--- src/rtl/fw_fetch_pkg.sv ---
// Shared definitions for the firmware fetch responder.
//   fetch_state_e  : responder FSM states
//   WORD_BYTES     : bytes per image word
//   DROP_CNT_W     : width of the saturating drop counter
//   addr_in_image(): true when a byte address is word aligned and lies
//                    inside an image of image_bytes bytes (no wrap).
package fw_fetch_pkg;

  typedef enum logic [1:0] {
    ST_IDLE = 2'd0,
    ST_READ = 2'd1,
    ST_WAIT = 2'd2,
    ST_RESP = 2'd3
  } fetch_state_e;

  localparam int WORD_BYTES = 4;
  localparam int DROP_CNT_W = 16;

  // Operands are widened to 64 bits by the caller so the comparison never
  // wraps, e.g. 0xFFFF_FFFC is plainly larger than any legal address.
  function automatic logic addr_in_image(input logic [63:0] addr,
                                         input logic [63:0] image_bytes);
    return (addr[1:0] == 2'b00) && (addr <= image_bytes - 64'(WORD_BYTES));
  endfunction

endpackage

--- src/rtl/fw_req_fifo.sv ---
// Synchronous request FIFO.
//   clk, rst_n : clock, asynchronous active-low reset
//   push/wdata : write an entry (ignored when full)
//   pop/rdata  : rdata is the head entry; pop removes it (ignored when empty)
//   flush      : empties the FIFO next cycle, overriding push and pop
//   full/empty/count : derived from registered occupancy only
module fw_req_fifo #(
  parameter int W     = 32,
  parameter int DEPTH = 4
) (
  input  logic                     clk,
  input  logic                     rst_n,
  input  logic                     push,
  input  logic                     pop,
  input  logic                     flush,
  input  logic [W-1:0]             wdata,
  output logic [W-1:0]             rdata,
  output logic                     full,
  output logic                     empty,
  output logic [$clog2(DEPTH):0]   count
);

  localparam int PTR_W = $clog2(DEPTH);
  localparam int CNT_W = PTR_W + 1;

  logic [W-1:0]     mem_q [DEPTH];
  logic [PTR_W-1:0] wr_ptr_q, wr_ptr_d;
  logic [PTR_W-1:0] rd_ptr_q, rd_ptr_d;
  logic [CNT_W-1:0] cnt_q, cnt_d;
  logic             do_push, do_pop;

  assign full    = (cnt_q == CNT_W'(DEPTH));
  assign empty   = (cnt_q == '0);
  assign count   = cnt_q;
  assign rdata   = mem_q[rd_ptr_q];
  assign do_push = push & ~full & ~flush;
  assign do_pop  = pop & ~empty & ~flush;

  // Pointers wrap naturally because DEPTH is a power of two.
  always_comb begin
    wr_ptr_d = wr_ptr_q;
    rd_ptr_d = rd_ptr_q;
    cnt_d    = cnt_q;
    if (flush) begin
      wr_ptr_d = '0;
      rd_ptr_d = '0;
      cnt_d    = '0;
    end else begin
      if (do_push) wr_ptr_d = wr_ptr_q + PTR_W'(1);
      if (do_pop)  rd_ptr_d = rd_ptr_q + PTR_W'(1);
      if (do_push && !do_pop) cnt_d = cnt_q + CNT_W'(1);
      if (!do_push && do_pop) cnt_d = cnt_q - CNT_W'(1);
    end
  end

  always_ff @(posedge clk or negedge rst_n) begin
    if (!rst_n) begin
      wr_ptr_q <= '0;
      rd_ptr_q <= '0;
      cnt_q    <= '0;
    end else begin
      wr_ptr_q <= wr_ptr_d;
      rd_ptr_q <= rd_ptr_d;
      cnt_q    <= cnt_d;
    end
  end

  // Storage needs no reset: occupancy guards every read.
  always_ff @(posedge clk) begin
    if (do_push) mem_q[wr_ptr_q] <= wdata;
  end

endmodule

--- src/rtl/fw_image_responder.sv ---
// Firmware fetch responder: queues bootloader word requests, reads the boot
// image from a synchronous memory port, and returns address/data strobes.
//   clk, reset_n          : clock, asynchronous active-low reset
//   firmware_addr_req     : requested byte address
//   firmware_req_valid    : request strobe
//   flush                 : synchronous abort of queued and in-flight work
//   req_ready             : request FIFO not full
//   mem_rd_en / mem_addr  : one-cycle read strobe, address held to capture
//   mem_rdata             : read data, valid MEM_LATENCY cycles after strobe
//   firmware_addr/_data   : response (or error) address and data, held
//   firmware_data_valid   : one-cycle response strobe
//   req_error             : one-cycle strobe for misaligned/out-of-range
//   drop_cnt              : saturating count of requests refused while full
//   busy                  : FSM not idle or FIFO non-empty
//   state_dbg             : current FSM state
//
// Handshake: a request is taken on a cycle where firmware_req_valid=1,
// req_ready=1 and flush=0. req_ready comes from registered occupancy only,
// so a full FIFO refuses even when it pops that cycle; such a refused
// strobe is counted in drop_cnt. A strobe during flush is simply discarded.
module fw_image_responder
  import fw_fetch_pkg::*;
#(
  parameter int ADDR_W      = 32,
  parameter int DATA_W      = 32,
  parameter int FIFO_DEPTH  = 4,
  parameter int MEM_LATENCY = 2,
  parameter int IMAGE_BYTES = 65536
) (
  input  logic                  clk,
  input  logic                  reset_n,
  input  logic [ADDR_W-1:0]     firmware_addr_req,
  input  logic                  firmware_req_valid,
  input  logic                  flush,
  output logic                  req_ready,
  output logic                  mem_rd_en,
  output logic [ADDR_W-1:0]     mem_addr,
  input  logic [DATA_W-1:0]     mem_rdata,
  output logic [ADDR_W-1:0]     firmware_addr,
  output logic [DATA_W-1:0]     firmware_data,
  output logic                  firmware_data_valid,
  output logic                  req_error,
  output logic [DROP_CNT_W-1:0] drop_cnt,
  output logic                  busy,
  output logic [1:0]            state_dbg
);

  localparam int CNT_W = $clog2(FIFO_DEPTH) + 1;
  localparam int LAT_W = (MEM_LATENCY > 1) ? $clog2(MEM_LATENCY) : 1;

  fetch_state_e          state_q, state_d;
  logic [LAT_W-1:0]      lat_q, lat_d;
  logic [ADDR_W-1:0]     mem_addr_q, mem_addr_d;
  logic [ADDR_W-1:0]     fw_addr_q, fw_addr_d;
  logic [DATA_W-1:0]     fw_data_q, fw_data_d;
  logic                  req_error_q, req_error_d;
  logic [DROP_CNT_W-1:0] drop_q, drop_d;

  logic                  fifo_push, fifo_pop, fifo_full, fifo_empty;
  logic [ADDR_W-1:0]     fifo_head;
  logic [CNT_W-1:0]      fifo_count;

  assign req_ready = ~fifo_full;
  assign fifo_push = firmware_req_valid & req_ready & ~flush;

  fw_req_fifo #(.W(ADDR_W), .DEPTH(FIFO_DEPTH)) u_fifo (
    .clk   (clk),
    .rst_n (reset_n),
    .push  (fifo_push),
    .pop   (fifo_pop),
    .flush (flush),
    .wdata (firmware_addr_req),
    .rdata (fifo_head),
    .full  (fifo_full),
    .empty (fifo_empty),
    .count (fifo_count)
  );

  // The head stays queued while it is being served and is retired when its
  // response (or error) is issued, so occupancy also covers the single
  // outstanding memory read.
  always_comb begin
    state_d     = state_q;
    lat_d       = lat_q;
    mem_addr_d  = mem_addr_q;
    fw_addr_d   = fw_addr_q;
    fw_data_d   = fw_data_q;
    req_error_d = 1'b0;
    fifo_pop    = 1'b0;
    case (state_q)
      ST_IDLE: begin
        if (!fifo_empty) begin
          if (addr_in_image(64'(fifo_head), 64'(IMAGE_BYTES))) begin
            mem_addr_d = fifo_head;
            state_d    = ST_READ;
          end else begin
            fifo_pop    = 1'b1;
            req_error_d = 1'b1;
            fw_addr_d   = fifo_head;
          end
        end
      end
      ST_READ: begin
        lat_d   = LAT_W'(MEM_LATENCY - 1);
        state_d = ST_WAIT;
      end
      ST_WAIT: begin
        if (lat_q == '0) begin
          fw_data_d = mem_rdata;
          fw_addr_d = mem_addr_q;
          state_d   = ST_RESP;
        end else begin
          lat_d = lat_q - LAT_W'(1);
        end
      end
      ST_RESP: begin
        fifo_pop = 1'b1;
        state_d  = ST_IDLE;
      end
      default: state_d = ST_IDLE;
    endcase
    // Flush abandons everything pending; response registers keep old values.
    if (flush) begin
      state_d     = ST_IDLE;
      lat_d       = '0;
      mem_addr_d  = mem_addr_q;
      fw_addr_d   = fw_addr_q;
      fw_data_d   = fw_data_q;
      req_error_d = 1'b0;
      fifo_pop    = 1'b0;
    end
  end

  always_comb begin
    drop_d = drop_q;
    if (firmware_req_valid && !req_ready && !flush && (drop_q != '1))
      drop_d = drop_q + DROP_CNT_W'(1);
  end

  always_ff @(posedge clk or negedge reset_n) begin
    if (!reset_n) begin
      state_q     <= ST_IDLE;
      lat_q       <= '0;
      mem_addr_q  <= '0;
      fw_addr_q   <= '0;
      fw_data_q   <= '0;
      req_error_q <= 1'b0;
      drop_q      <= '0;
    end else begin
      state_q     <= state_d;
      lat_q       <= lat_d;
      mem_addr_q  <= mem_addr_d;
      fw_addr_q   <= fw_addr_d;
      fw_data_q   <= fw_data_d;
      req_error_q <= req_error_d;
      drop_q      <= drop_d;
    end
  end

  assign mem_rd_en           = (state_q == ST_READ);
  assign firmware_data_valid = (state_q == ST_RESP);
  assign mem_addr            = mem_addr_q;
  assign firmware_addr       = fw_addr_q;
  assign firmware_data       = fw_data_q;
  assign req_error           = req_error_q;
  assign drop_cnt            = drop_q;
  assign busy                = (state_q != ST_IDLE) || (fifo_count != '0);
  assign state_dbg           = state_q;

endmodule

--- config.mk ---
export PLATFORM = sky130hd
export DESIGN_NAME = fw_image_responder
export DESIGN_NICKNAME = d
export VERILOG_FILES = /design/src/rtl/fw_fetch_pkg.sv /design/src/rtl/fw_req_fifo.sv /design/src/rtl/fw_image_responder.sv
export SDC_FILE = /design/constraint.sdc
export NUM_CORES = 1
export LEC_CHECK = 0
export ABC_AREA = 0
export CAP_MARGIN = 0
export CELL_PAD_IN_SITES_DETAIL_PLACEMENT = 1
export CELL_PAD_IN_SITES_GLOBAL_PLACEMENT = 1
export CORE_ASPECT_RATIO = 1.25
export CORE_MARGIN = 1
export CORE_UTILIZATION = 40
export DETAILED_ROUTE_END_ITERATION = 8
export DONT_BUFFER_PORTS = 1
export GPL_ROUTABILITY_DRIVEN = 0
export GPL_TIMING_DRIVEN = 0
export PLACE_DENSITY = 0.59
export SLEW_MARGIN = 25
export SYNTH_ARGS = -nofsm -noshare
export SYNTH_HDL_FRONTEND = slang
export SYNTH_SLANG_ARGS = --single-unit
--- constraint.sdc ---
create_clock -name clk -period 5.7 [get_ports clk]
set_input_delay 1.14 -clock clk [delete_from_list [all_inputs] [get_ports clk]]
set_output_delay 1.14 -clock clk [all_outputs]
set_load 0.02 [all_outputs]
### Gate-type map, run 1

Drawn at 2 px/um.
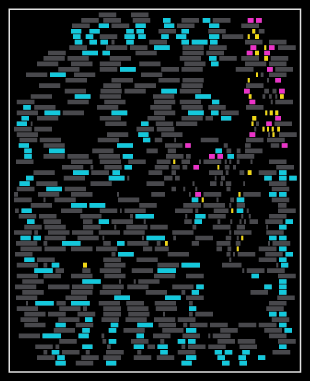
[yellow] NAND gates | cells: 30 | most used: nand2_1
[cyan] multiplexers | cells: 147 | most used: mux2_2 | where: widely spread
[magenta] XOR/XNOR gates | cells: 20 | most used: xnor2_1 | where: upper right

### Metal 1, run 1

Drawn at 2 px/um. Supply wires on this layer in grey.
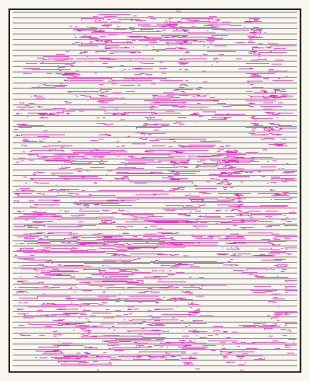
wire length on this layer: 8410 um
longest straight run: 45.5 um
share of all routed wire: 37%

### Routing congestion, run 1

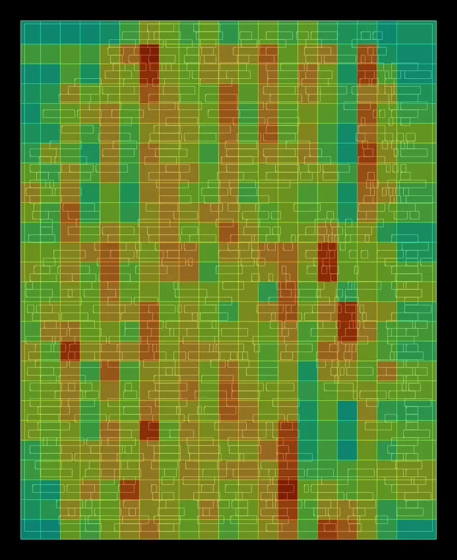
WL/cell: 23.7 um
GR Util met2: 32.1%
GRT met1 Usage: 19.9%

### Metal layers overlaid, run 1

Drawn at 2 px/um. Two of the layers only.
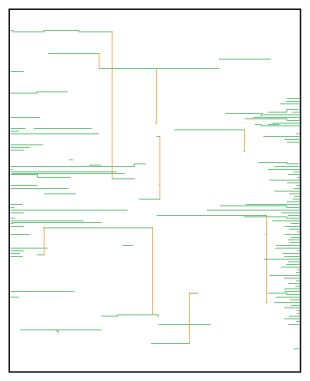
[green] metal 3 | wire length: 1860 um
[orange] metal 4 | wire length: 276 um

==> impl_metrics.toml, run 1 <==
# synthesis and place-and-route metrics
[status]
outcome = "complete, no violations"

[layout]
clockBufferCount = 35
nFillCells = 2336
nonClkBufAreaFrac_pct = 1.95

[synth]
synthXorXnorAreaFrac_pct = 1.72
synth-cells-yosys = 565
syn_nets = 643
ys_area_um2 = 10200
mux_share_pct = 21.2
ys_types = 47
synth.most_common_cell = "edfxtp_1"
synth.cell_area_um2 = 10200
synth-seq-cells = 251

[global_routing]
grt_pass1_vias = 5761
grt_overflow = 0
grt_pass1_wl_um = 34200

[final_timing]
hold_violations = 0
fin_worst_skew_ns = 0.0156

[flow_run]
drv_cap = 0

[critical_path]
cpLargestDelayFamily = "simple AND/OR/NAND/NOR gates"
max_stage_delay_ns = 0.59
critical_path_class = "reg2reg"
cp_cell_sequence = "buf_2 > clkbuf_1 > mux4_2 > nor4_1 > nand3_1 > o31ai_4 > nor2_1 > fa_1 > mux2i_1 > or3_1 > a31oi_1"
start_kind = "register"
path_max_fanout = 10

[power]
p_switching_mw = 1.59
seq_power_mw = 2.60
p_int_mw = 3.94
power_clock_mw = 1.85

[route]
drc = 0
num_vias = 5076
ant_nets = 0
wl_met2_um = 12000

[clock_tree]
cts_sinks = 251
clk_latency_ns = 0.53
root_buffer = "clkbuf_16"
cts_tree = "built"

[placed_design]
dp_slack_ns = 1.66
dpl.hpwl_um = 15200

[die]
initial_core_util_pct = 40.6
-- run 1: cells in the final DEF (no fill, tap or decap), types with 4 or more instances in the layout --
cell         n
mux2_4      30
mux2_1      12
xor2_1       7
mux4_2      22
and2_2       4
bufinv_16    6
buf_12       5
edfxtp_1   128
mux2i_1      4
mux2_2      69
nor2_1      18
nor2b_1     19
ha_1         9
clkbuf_16   26
nand4_1      5
dfrtp_1    123
inv_1       10
nand3_1      6
mux4_1      10
nand2_1     17
clkbuf_1    17
nor3_1       6
buf_6        6
xnor2_1     13
-- run 1: per-stage QoR --
stage               cells  utilization (%)  power [mW]
global placement      900             42.3        3.69
detailed placement    904             42.6        3.75
finish                952             46.4        5.53
floorplan             565                -        3.45
global route          952             46.4        5.78
CTS                   952             46.4        5.62
--- run 2 (diff from run 1) ---
clock period = 4.1 ns   (was 5.7 ns; I/O delays follow)
### Zoomed window, run 2

Window x 57 to 87, y 111 to 141 um. Cells in grey, sequential cells in the stronger grey; small squares are vias.
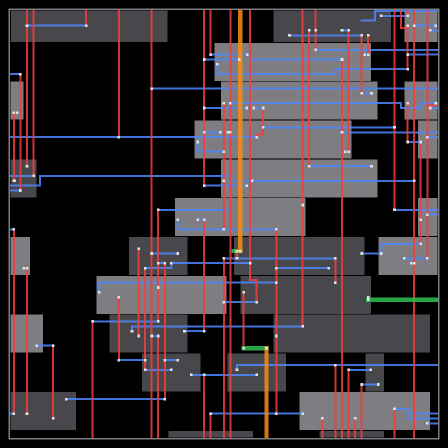
[green] metal 3
[orange] metal 4
[red] metal 2
[blue] metal 1
cells with their middle in the window: 18
sequential cells in the window: 7
netlist names of flops here include: `u_fifo.mem_q` (4)
most frequent: edfxtp_1 (4), dfrtp_1 (3)

### Routing congestion, run 2

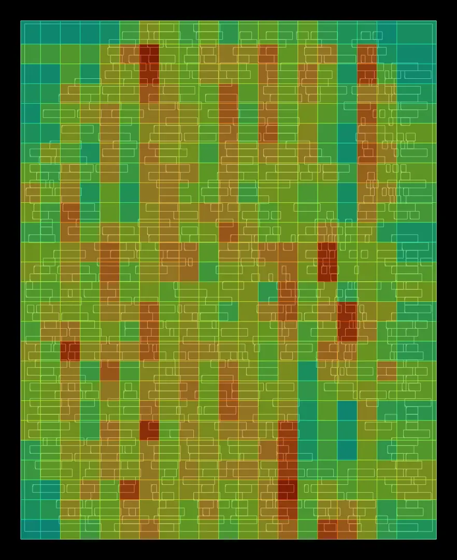
met3 Use GR: 5.50%
WL/cell: 23.7 um
gr busiest metal: met2
final core occ: 46.5%

==> impl_metrics.toml, run 2 <==
# synthesis and place-and-route metrics
[layout]
final_common_cell = "edfxtp_1"
clockBufferCount = 35
fin_cells = 953
nFillCells = 2336
mostFrequentLayoutCells = "128 x edfxtp_1, 123 x dfrtp_1, 69 x mux2_2, 30 x mux2_4, 26 x clkbuf_16"

[route]
drc = 0
ant_nets = 0
num_vias = 5064

[critical_path]
critical_path_class = "reg2reg"
path_max_fanout = 10

[global_routing]
grt_pass1_vias = 5767
grt_use_met1_pct = 19.9

[synth]
synth.cell_area_um2 = 10200
synthXorXnorAreaFrac_pct = 1.72
ys_types = 47
synth-seq-cells = 251
syn_nets = 643
ys_area_um2 = 10200
synth-cells-yosys = 565

[clock_tree]
root_buffer = "clkbuf_16"
cts_tree = "built"
cts_sinks = 251
clk_latency_ns = 0.53

[power]
p_total_mw = 7.72

[final_timing]
fin_worst_skew_ns = 0.0154

[status]
outcome = "complete, no violations"

[die]
initial_core_util_pct = 40.6
==> run 2: cell types whose count changed in the layout (fill, tap and decap cells not counted), sizes merged <==
| cell | previous run | this run |
|---|---|---|
| buf | 15 | 16 |
==> run 2: power breakdown <==
group,total [mW],internal (mW),switching [mW]
logic,1.54,0.855,0.681
registers,3.61,3.02,0.590
clock network,2.57,1.60,0.966
==> run 2: critical path: stages, from the launching register on <==
cell      delay, ns
dfrtp_1        0.32
buf_2          0.20
clkbuf_1       0.58
mux4_2         0.46
nor2_1         0.18
nand3_1        0.25
o31ai_4        0.48
nor2_1         0.12
fa_1           0.48
mux2i_1        0.16
or3_1          0.34
a31oi_1        0.17
==> run 2: what timing repair did <==
item,CTS,global route
endpoints found under the hold margin,123,0
setup endpoints to repair,0,1
resized,0,2
hold buffers,1,0
--- run 3 (diff from run 2) ---
GPL_TIMING_DRIVEN = 1   (was 0)
PLACE_DENSITY = unset   (was 0.59)
PLACE_DENSITY_LB_ADDON = 0.1   (was unset)
### Metal layers overlaid, run 3

Drawn at 2 px/um. Two of the layers only.
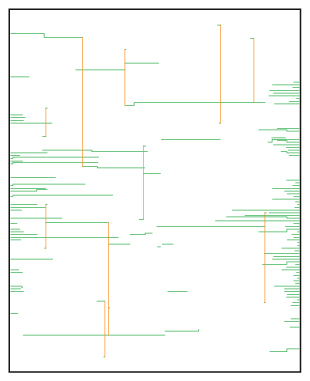
[orange] metal 4 | wire length: 375 um
[green] metal 3 | wire length: 1630 um
final wirelength: 21700 um
Tot GR Track Use: 17.2%
WL/cell: 23.2 um

### Gate-type map, run 3

Drawn at 2 px/um.
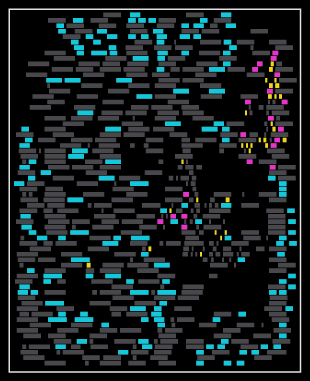
[yellow] NAND gates | cells: 30 | most used: nand2_1
[magenta] XOR/XNOR gates | cells: 20 | most used: xnor2_1
[cyan] multiplexers | cells: 147 | most used: mux2_2 | where: widely spread
Comb area share: 27.2%
dominant logic cell type in the layout: edfxtp_1
Final Non-Filler Cells: 936

==> impl_metrics.toml, run 3 <==
# synthesis and place-and-route metrics
[power]
comb_power_share_pct = 19.3
swShare_pct = 29.2
seq_power_mw = 3.66
p_switching_mw = 2.18
power_frac_seq_pct = 49.0

[clock_tree]
cts_resized = 0
root_buffer = "clkbuf_16"
cts_sinks = 251

[route]
wl_met2_um = 11400
drc = 0

[layout]
nonClkBufAreaFrac_pct = 0.861
post-route-util_pct = 45.7

[status]
outcome = "complete, no violations"

[synth]
synth-cells-yosys = 565
synth-seq-cells = 251
ys_types = 47
synth.most_common_cell = "edfxtp_1"
syn_nets = 643
ys_area_um2 = 10200

[die]
initial_core_util_pct = 40.6

[critical_path]
cp_slowest_cell = "dfrtp_2"
cp.depth = 10
cpLargestDelayFamily = "simple AND/OR/NAND/NOR gates"
path_buffers = 1

[placed_design]
dp_slack_ns = 0.325
dpl.hpwl_um = 14000

[flow_run]
drv_cap = 0

[final_timing]
fin_worst_skew_ns = 0.00987

[global_routing]
grt_pass1_vias = 5588
run 3: worst reg2reg max path: cells and delay by family (launching register included):
| family | cells | cell delay [ns] |
|---|---|---|
| compound gates | 2 | 0.53 |
| fa+ha+maj | 1 | 0.47 |
| buf+inv | 1 | 0.29 |
| flops | 1 | 0.64 |
| mux | 2 | 0.77 |
| simple gates | 4 | 0.97 |
run 3: logic make-up after synthesis:
logic type	Yosys count	share of synthesized area, %
AND/OR/NAND/NOR	94	5.11
flip-flops	251	67.8
AND-OR/OR-AND	11	1.10
adder cells (fa/ha/maj)	10	1.30
buffers and inverters	32	1.81
multiplexers	147	21.2
XOR/XNOR	20	1.72
No activity file was given, so power comes from the tool's default toggle rates.
